==> config.mk <==
export PLATFORM = sky130hd
export DESIGN_NAME = cascade_updown_counter
export DESIGN_NICKNAME = d
export VERILOG_FILES = /design/src/rtl/cascade_updown_counter.sv
export SDC_FILE = /design/constraint.sdc
export NUM_CORES = 1
export LEC_CHECK = 0
export CAP_MARGIN = 10
export CORE_MARGIN = 3
export CORE_UTILIZATION = 47
export DETAILED_ROUTE_END_ITERATION = 10
export GPL_TIMING_DRIVEN = 0
export PLACE_DENSITY = 0.79
export SLEW_MARGIN = 0
export SYNTH_ARGS = -nofsm -noshare
export SYNTH_HDL_FRONTEND = slang
export SYNTH_SLANG_ARGS = --single-unit
==> constraint.sdc <==
create_clock -name clock -period 4.1 [get_ports clock]
set_clock_uncertainty 0.2 [all_clocks]
set_input_delay 0.41 -clock clock [delete_from_list [all_inputs] [get_ports clock]]
set_output_delay 0.41 -clock clock [all_outputs]
set_load 0.02 [all_outputs]
==> src/rtl/cascade_updown_counter.sv <==
// cascade_updown_counter: presettable binary/BCD up/down counter with cascade carry,
// auto-reload, registered terminal-count pulse and sticky overflow.
module cascade_updown_counter #(
    parameter int DIGITS = 2
) (
    input  logic                  clock,
    input  logic                  reset,
    input  logic                  preset_enable,
    input  logic                  up_down,
    input  logic                  bcd,
    input  logic                  carry_in,
    input  logic                  auto_reload,
    input  logic [4*DIGITS-1:0]   preset,
    output logic [4*DIGITS-1:0]   result,
    output logic                  carry_out,
    output logic                  tc_pulse,
    output logic                  overflow
);
    localparam int W = 4 * DIGITS;
    localparam logic [W-1:0] ALL_NINES = {DIGITS{4'h9}};
    logic [W-1:0] result_q, result_d, bcd_up, bcd_dn;
    logic         tc_q, tc_d, ov_q, ov_d, term;
    // Digit ripple: invalid codes A-F saturate to 0 (up, with carry) or 9 (down, no borrow).
    always_comb begin
        logic cu, cd;
        logic [3:0] d;
        bcd_up = result_q;
        bcd_dn = result_q;
        cu = 1'b1;
        cd = 1'b1;
        d = 4'd0;
        for (int i = 0; i < DIGITS; i++) begin
            d = result_q[4*i +: 4];
            bcd_up[4*i +: 4] = !cu ? d : (d >= 4'd9 ? 4'd0 : d + 4'd1);
            bcd_dn[4*i +: 4] = !cd ? d : ((d == 4'd0 || d > 4'd9) ? 4'd9 : d - 4'd1);
            cu = cu && (d >= 4'd9);
            cd = cd && (d == 4'd0);
        end
    end
    always_comb begin
        term = up_down ? (bcd ? result_q == ALL_NINES : &result_q) : result_q == '0;
        tc_d = !preset_enable && !carry_in && term;
        ov_d = !preset_enable && (ov_q || tc_d);
        result_d = preset_enable ? preset :
                   carry_in ? result_q :
                   (term && auto_reload) ? preset :
                   bcd ? (up_down ? bcd_up : bcd_dn) :
                   (up_down ? result_q + W'(1) : result_q - W'(1));
    end
    always_ff @(posedge clock or posedge reset) begin
        if (reset) begin
            result_q <= '0;
            tc_q     <= 1'b0;
            ov_q     <= 1'b0;
        end else begin
            result_q <= result_d;
            tc_q     <= tc_d;
            ov_q     <= ov_d;
        end
    end
    assign result    = result_q;
    assign carry_out = !(!carry_in && term);
    assign tc_pulse  = tc_q;
    assign overflow  = ov_q;
endmodule

==> results.txt <==
Implementation summary

The run finished with clean final reports. The most common cell after layout, fill and taps aside is sky130_fd_sc_hd__clkdlybuf4s50_1. The routed via count is 1542.

The worst register-to-register path has a setup slack of ~1.6 ns. The synthesized area is 1463 sq um. The actual slew at the worst max-slew pin is 0.5308 ns. The switching share of power is 46.19%.

After detailed routing, the wire length on met1 is 1763 um. The cell count after synthesis came out at about 180. For this run, the register share of the synthesized area comes to 17.11%. After detailed placement, the design holds a cell count of approximately 230. The global-route total usage across every layer is 22.46%. Summing the areas of all xor and xnor instances in the mapped netlist gives 2.395% of the synthesized area. The placement report lists the number of port buffers as 23. The chip area estimate from yosys synthesis is 1463 sq um. The area of the core is 2853 sq um.

The simple-gate portion of the synthesized area is about a quarter. The final-report hold violation count is 0. The power report puts the leakage power at about 0.00071 uW. In the finished design, the share of the clock period the worst path needs comes to 74.23%. The most used flip-flop cell after synthesis is sky130_fd_sc_hd__dfrtp_1.

The growth of design area from synthesis to finish is 20.87%.
-- worst max path at each step --
stage / endpoint / slack [ns] / cells past startpoint
4_1_cts: carry_out / 1.07 / 7
3_5_place_dp: result[7]$_DFFE_PP0P_ / 1.26 / 8
3_3_place_gp: result[7]$_DFFE_PP0P_ / 1.29 / 8
2_1_floorplan: result[7]$_DFFE_PP0P_ / 1.59 / 8
5_1_grt: carry_out / 0.90 / 7
6_report: carry_out / 1.06 / 7
-- cell usage after synthesis, drive strengths merged, types with 3 or more instances --
library cell   n  area share (%)
a311oi         3             2.2
nor3b          4             2.4
a31oi          4             1.7
a211oi         9             5.3
nand3          5             1.7
nor2          14             3.6
o211ai         3             1.5
buf            6             2.2
o22ai          3             1.3
nand2          6             1.5
clkbuf         3            0.77
o31ai          4             2.1
xnor2          4             2.4
or3b           3             2.0
o21ai         12             4.4
dfrtp         10              17
a21oi         11             3.8
a21o           4             2.1
inv           13             3.3
ha            14              12
a211o          3             1.8
nor2b          3             1.3
nor3           4             1.4
-- kinds of logic (layout without fill, tap and decap cells) --
group                      Yosys count  in the layout
xor gates and xnor gates             4              4
adders and majority gates           15             15
AOI/OAI and AO/OA                   72             72
buffers and inverters               22             49
DFF                                 10             10
and+or+nand+nor                     55             55
-- metal layers --
metal,vias to the layer above,GRT usage [%]
met4,0,6.061
met1,727,28.93
li1,742,-
met5,-,0
met3,8,4.752
met2,65,37.97
-- registers in the layout (all words and copies together), names as in the netlist --
name      count
result        8
tc_pulse      1
overflow      1
-- final cells by class --
type | count | area [sq um]
plain buffers | 9 | 43.79
well taps | 31 | 38.79
clock buffers | 4 | 36.28
flip-flops and latches | 10 | 250.2
inverters | 13 | 48.80
repair buffers | 23 | 230.2
multi-input cells | 146 | 1120
fillers | 244 | 1085
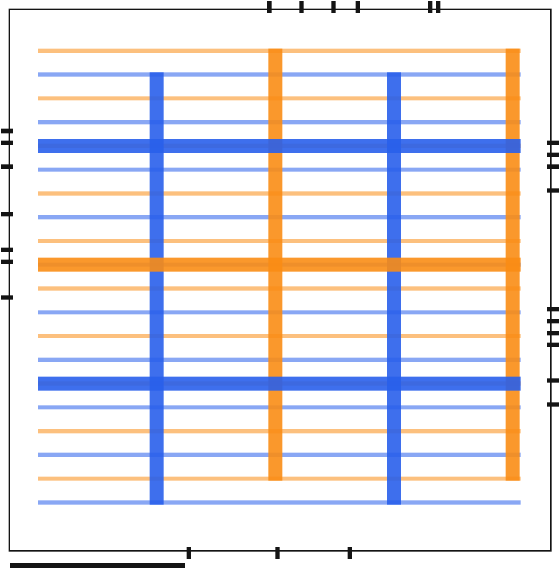
(supply network)
Scale bar: 20 um. Pins as bars on the die edge.
VSS: drawn in blue. VDD: drawn in orange.
3 straps on met5. 4 straps on met4.

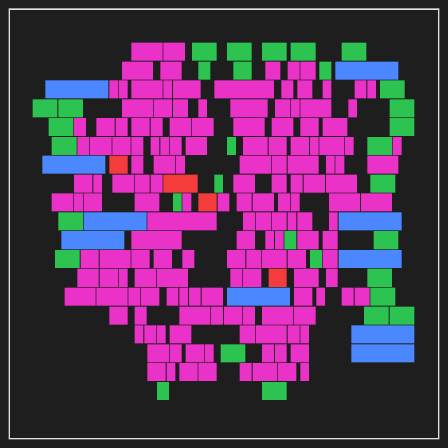
(cell classes on the final placement)
combinational and other logic: drawn in magenta, cells 159, share of their area 68%. flops: drawn in blue, cells 10, share of their area 14%. other buffers and delay cells: drawn in green, cells 32, share of their area 16%. clock drivers and dummy loads: drawn in red, cells 4, share of their area 2.1%.

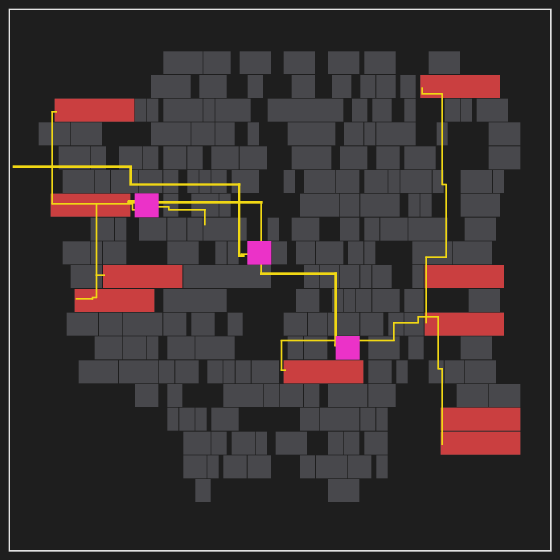
(clock network drawn from the DEF)
clock wires: drawn in yellow, length 198 um. flip-flops: drawn in red, count 10. clock drivers: drawn in magenta, count 3.
There are 4 routed clock nets.

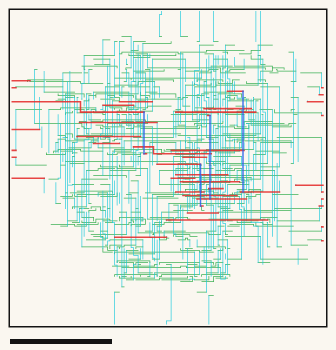
(signal wires by layer)
Scale bar: 20 um.
metal 1: drawn in green, wire length 1760 um. metal 4: drawn in blue, wire length 52.4 um. metal 2: drawn in cyan, wire length 1880 um. metal 3: drawn in red, wire length 271 um.

Power figures rest on the tool's default switching activity, not on a simulated workload.
